===== config.mk =====
export PLATFORM = sky130hd
export DESIGN_NAME = flash_adc_sampler
export DESIGN_NICKNAME = d
export VERILOG_FILES = /design/src/rtl/flash_adc_pkg.sv /design/src/rtl/flash_adc_sync.sv /design/src/rtl/flash_adc_sampler.sv
export SDC_FILE = /design/constraint.sdc
export NUM_CORES = 1
export LEC_CHECK = 0
export ABC_CLOCK_PERIOD_IN_PS = 11260
export CAP_MARGIN = 20
export CORE_UTILIZATION = 39
export CTS_BUF_LIST = sky130_fd_sc_hd__clkbuf_16
export DETAILED_ROUTE_END_ITERATION = 7
export PLACE_DENSITY_LB_ADDON = 0.08
export SLEW_MARGIN = 20
export SYNTH_ARGS = -nofsm -noshare
export SYNTH_HDL_FRONTEND = slang
export SYNTH_SLANG_ARGS = --single-unit

===== constraint.sdc =====
create_clock -name clk -period 11.26 [get_ports clk]
set_input_delay 2.252 -clock clk [delete_from_list [all_inputs] [get_ports clk]]
set_output_delay 2.252 -clock clk [all_outputs]
set_load 0.1 [all_outputs]

===== src/rtl/flash_adc_pkg.sv =====
// Shared definitions for the flash ADC front end: bubble correction, thermometer
// encoding, code-width helper and the result record used by display/UART blocks.
package flash_adc_pkg;

    localparam int MAX_LEVELS = 64;

    typedef logic [MAX_LEVELS-1:0] therm_t;

    typedef struct packed {
        logic [7:0]  code;
        logic [31:0] mv;
        logic        clip;
    } adc_result_t;

    function automatic int code_width(input int levels);
        return $clog2(levels + 1);
    endfunction

    // Unused upper bits must be zero so the bit above the top comparator reads as 0.
    function automatic therm_t bubble_correct(input therm_t s);
        logic [MAX_LEVELS+1:0] e;
        therm_t t;
        e = {1'b0, s, 1'b1};
        for (int i = 0; i < MAX_LEVELS; i++) begin
            t[i] = (e[i] & e[i+1]) | (e[i] & e[i+2]) | (e[i+1] & e[i+2]);
        end
        return t;
    endfunction

    function automatic logic [7:0] therm_to_code(input therm_t t);
        logic [7:0] code;
        code = 8'd0;
        for (int i = 0; i < MAX_LEVELS; i++) begin
            if (t[i]) code = 8'(i + 1);
        end
        return code;
    endfunction

endpackage


===== src/rtl/flash_adc_sync.sv =====
// Multi-stage flip-flop synchroniser for an asynchronous bus.
module flash_adc_sync #(
    parameter int WIDTH  = 8,
    parameter int STAGES = 2
) (
    input  logic             clk,
    input  logic             rst_n,
    input  logic [WIDTH-1:0] d,
    output logic [WIDTH-1:0] q
);

    logic [WIDTH-1:0] stage_q [STAGES];

    always_ff @(posedge clk or negedge rst_n) begin
        if (!rst_n) begin
            for (int i = 0; i < STAGES; i++) stage_q[i] <= '0;
        end else begin
            stage_q[0] <= d;
            for (int i = 1; i < STAGES; i++) stage_q[i] <= stage_q[i-1];
        end
    end

    assign q = stage_q[STAGES-1];

endmodule


===== src/rtl/flash_adc_sampler.sv =====
// Flash ADC front end: synchronise, bubble-correct, encode, window-average and
// scale to mV, delivering each result over a valid/ready handshake.
module flash_adc_sampler
    import flash_adc_pkg::*;
#(
    parameter int LEVELS      = 8,
    parameter int VREF_MV     = 3300,
    parameter int AVG_LOG2    = 2,
    parameter int SYNC_STAGES = 2,
    parameter int MV_W        = 16,
    localparam int CW         = code_width(LEVELS)
) (
    input  logic              clk,
    input  logic              rst_n,
    input  logic [LEVELS-1:0] comp_in,
    input  logic              sample_en,
    input  logic              clr,
    output logic              out_valid,
    input  logic              out_ready,
    output logic [CW-1:0]     code_out,
    output logic [MV_W-1:0]   mv_out,
    output logic              clip_out,
    output logic              overrun
);

    localparam int AW   = CW + AVG_LOG2;
    localparam int CNTW = (AVG_LOG2 > 0) ? AVG_LOG2 : 1;
    localparam int PW   = CW + $clog2(VREF_MV + 1);

    logic [LEVELS-1:0] s;
    therm_t            s_ext;
    therm_t            t;
    logic [7:0]        code_full;
    logic [CW-1:0]     code;
    logic [AW-1:0]     acc;
    logic [AW-1:0]     sum;
    logic [CNTW-1:0]   cnt;
    logic              clip_flag;
    logic              clip_next;
    logic              last;
    logic [CW-1:0]     avg;
    logic [PW-1:0]     prod;
    logic [PW-1:0]     mv_full;
    adc_result_t       nxt;

    flash_adc_sync #(
        .WIDTH (LEVELS),
        .STAGES(SYNC_STAGES)
    ) u_sync (
        .clk  (clk),
        .rst_n(rst_n),
        .d    (comp_in),
        .q    (s)
    );

    always_comb begin
        s_ext              = '0;
        s_ext[LEVELS-1:0]  = s;
        t                  = bubble_correct(s_ext);
        code_full          = therm_to_code(t);
        code               = code_full[CW-1:0];
        sum                = acc + AW'(code);
        clip_next          = clip_flag | (code == CW'(LEVELS));
        last               = (AVG_LOG2 == 0) || (cnt == CNTW'((1 << AVG_LOG2) - 1));
        avg                = CW'(sum >> AVG_LOG2);
        // Round-half-up scaling; divisor is a constant so this folds to a multiply.
        prod               = PW'(avg) * PW'(VREF_MV) + PW'(LEVELS / 2);
        mv_full            = prod / PW'(LEVELS);
        nxt.code           = 8'(avg);
        nxt.mv             = 32'(mv_full);
        nxt.clip           = clip_next;
    end

    // Handshake: a result transfers on any edge where out_valid && out_ready.
    // While out_valid is high and out_ready low, out_valid and all result fields
    // hold, unless a newer result completes, which overwrites and sets overrun.
    always_ff @(posedge clk or negedge rst_n) begin
        if (!rst_n) begin
            acc       <= '0;
            cnt       <= '0;
            clip_flag <= 1'b0;
            out_valid <= 1'b0;
            code_out  <= '0;
            mv_out    <= '0;
            clip_out  <= 1'b0;
            overrun   <= 1'b0;
        end else if (clr) begin
            acc       <= '0;
            cnt       <= '0;
            clip_flag <= 1'b0;
            out_valid <= 1'b0;
            code_out  <= '0;
            mv_out    <= '0;
            clip_out  <= 1'b0;
            overrun   <= 1'b0;
        end else begin
            if (out_valid && out_ready) out_valid <= 1'b0;
            if (sample_en) begin
                if (last) begin
                    acc       <= '0;
                    cnt       <= '0;
                    clip_flag <= 1'b0;
                    code_out  <= nxt.code[CW-1:0];
                    mv_out    <= nxt.mv[MV_W-1:0];
                    clip_out  <= nxt.clip;
                    out_valid <= 1'b1;
                    if (out_valid && !out_ready) overrun <= 1'b1;
                end else begin
                    acc       <= sum;
                    cnt       <= cnt + CNTW'(1);
                    clip_flag <= clip_next;
                end
            end
        end
    end

endmodule


Figure 1. Signal wires on met2.
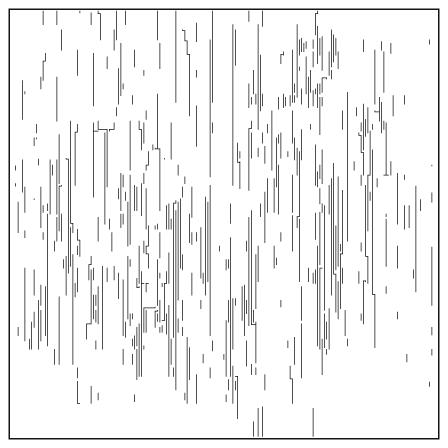
wire length on this layer: 2480 um
share of all routed wire: 44%
main direction: vertical
nets with wire on the layer: 263

==> metrics.cfg <==
[critical_path]
cpPeakStageDelay_ns=0.49
worstSetupPathType=register to register
r2r_cells=24
cpLargestDelayFamily=AND-OR/OR-AND gates
reg2reg_from=u_sync.q[2]
endpoint_kind=register
crit_required_ns=11.43
startpoint=u_sync.q[2]

[logic_synthesis]
ys_cells=258
synthesis.area_um2=2760
ys_seq_share_pct=40.8
ys_sh_simple_pct=13.9
ys_sh_aoi_pct=17.2
mux_share_pct=1.18
syn_inst=258
yosys.area.top_type_share_pct=40.8
yosys_warnings=0
synthArstFlopShare_pct=100

[finish]
layout-drive-gt1-share_pct=9.66
fin_cells=386
final_cell_mix=dfrtp_1, clkdlybuf4s50_1, ha_1, a21oi_1, xnor2_1
buffers=34
comb_share_pct=46.0
nFlopsAndLatches=45
clock_area_share_pct=4.54

[pwr]
peakVddDrop_mv=0.0915
top_power_group=combinational cells

[floorplanning]
die_h_um=86.1
design.core.area_um2=6790
die_area_um2=7410
die-width_um=86.1

[place]
dp.cells=378

[global_routing]
grt_use_total_pct=16.6
use_met3_pct=2.98
grt_max_degree=46
met2_usage_pct=24.7
antenna_found_initial=0

[cts]
cts.htree.levels=2
clk_latency_ns=0.29
path_clk_slew_ns=0.07
tritoncts=done

[route]
vias=1932
drc=0
viasPerCell=5.01
dr.pass1.iters=4

[outcome]
status=complete, no violations

[sta]
skew_ns=0.00907
worst_slew_pin_slew_ns=0.990
setup_tns_ns=0
slew_headroom_pct=33.8

[worst_hold_path]
hold_path.startpoint=u_sync.stage_q[15]
hold_end=u_sync.q[7]

[run]
log.warning_count=29
drv_cap=0

Figure 2. The metal 1 layer.
Cells faint in the background.
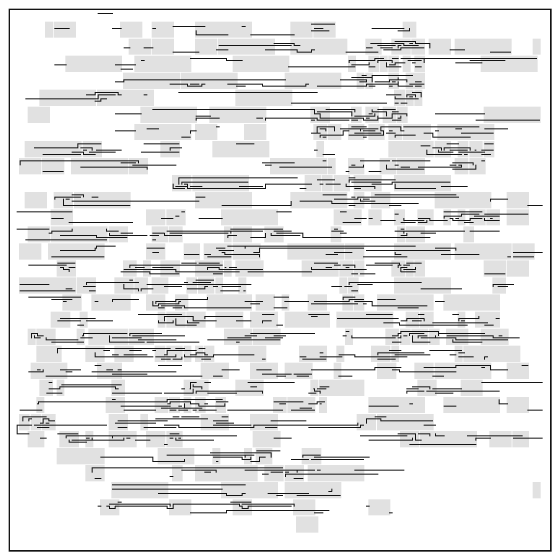
main direction: horizontal
wire length on this layer: 2920 um
longest straight run: 30.4 um
met1 usage: 24.9%
Routed Wire Length: 5.60 mm

==> registers in the layout (all words and copies together), names as in the netlist <==
register and cells:
overrun 1, clip_flag 1, clip_out 1, u_sync.q 8, out_valid 1, acc 6, cnt 2, u_sync.stage_q 8
mv_out 13, code_out 4
==> per-stage QoR <==
step	area, um^2	utilization, %	total power, W	setup WS [ns]
after floorplan	2770	-	0.000363	6.04
after global placement	3160	46.4	0.000408	5.65
after detailed placement	3160	46.4	0.000409	5.59
after CTS	3310	48.7	0.000559	5.57
after global routing	3310	48.7	0.000591	5.14
final	3310	48.7	0.000551	5.60
==> routing by layer <==
metal	routed length, um	vias up
li1	-	976
met5	0	-
met2	2480	26
met3	147	4
met4	48	0
met1	2920	926
Power and IR drop assume default switching activity.
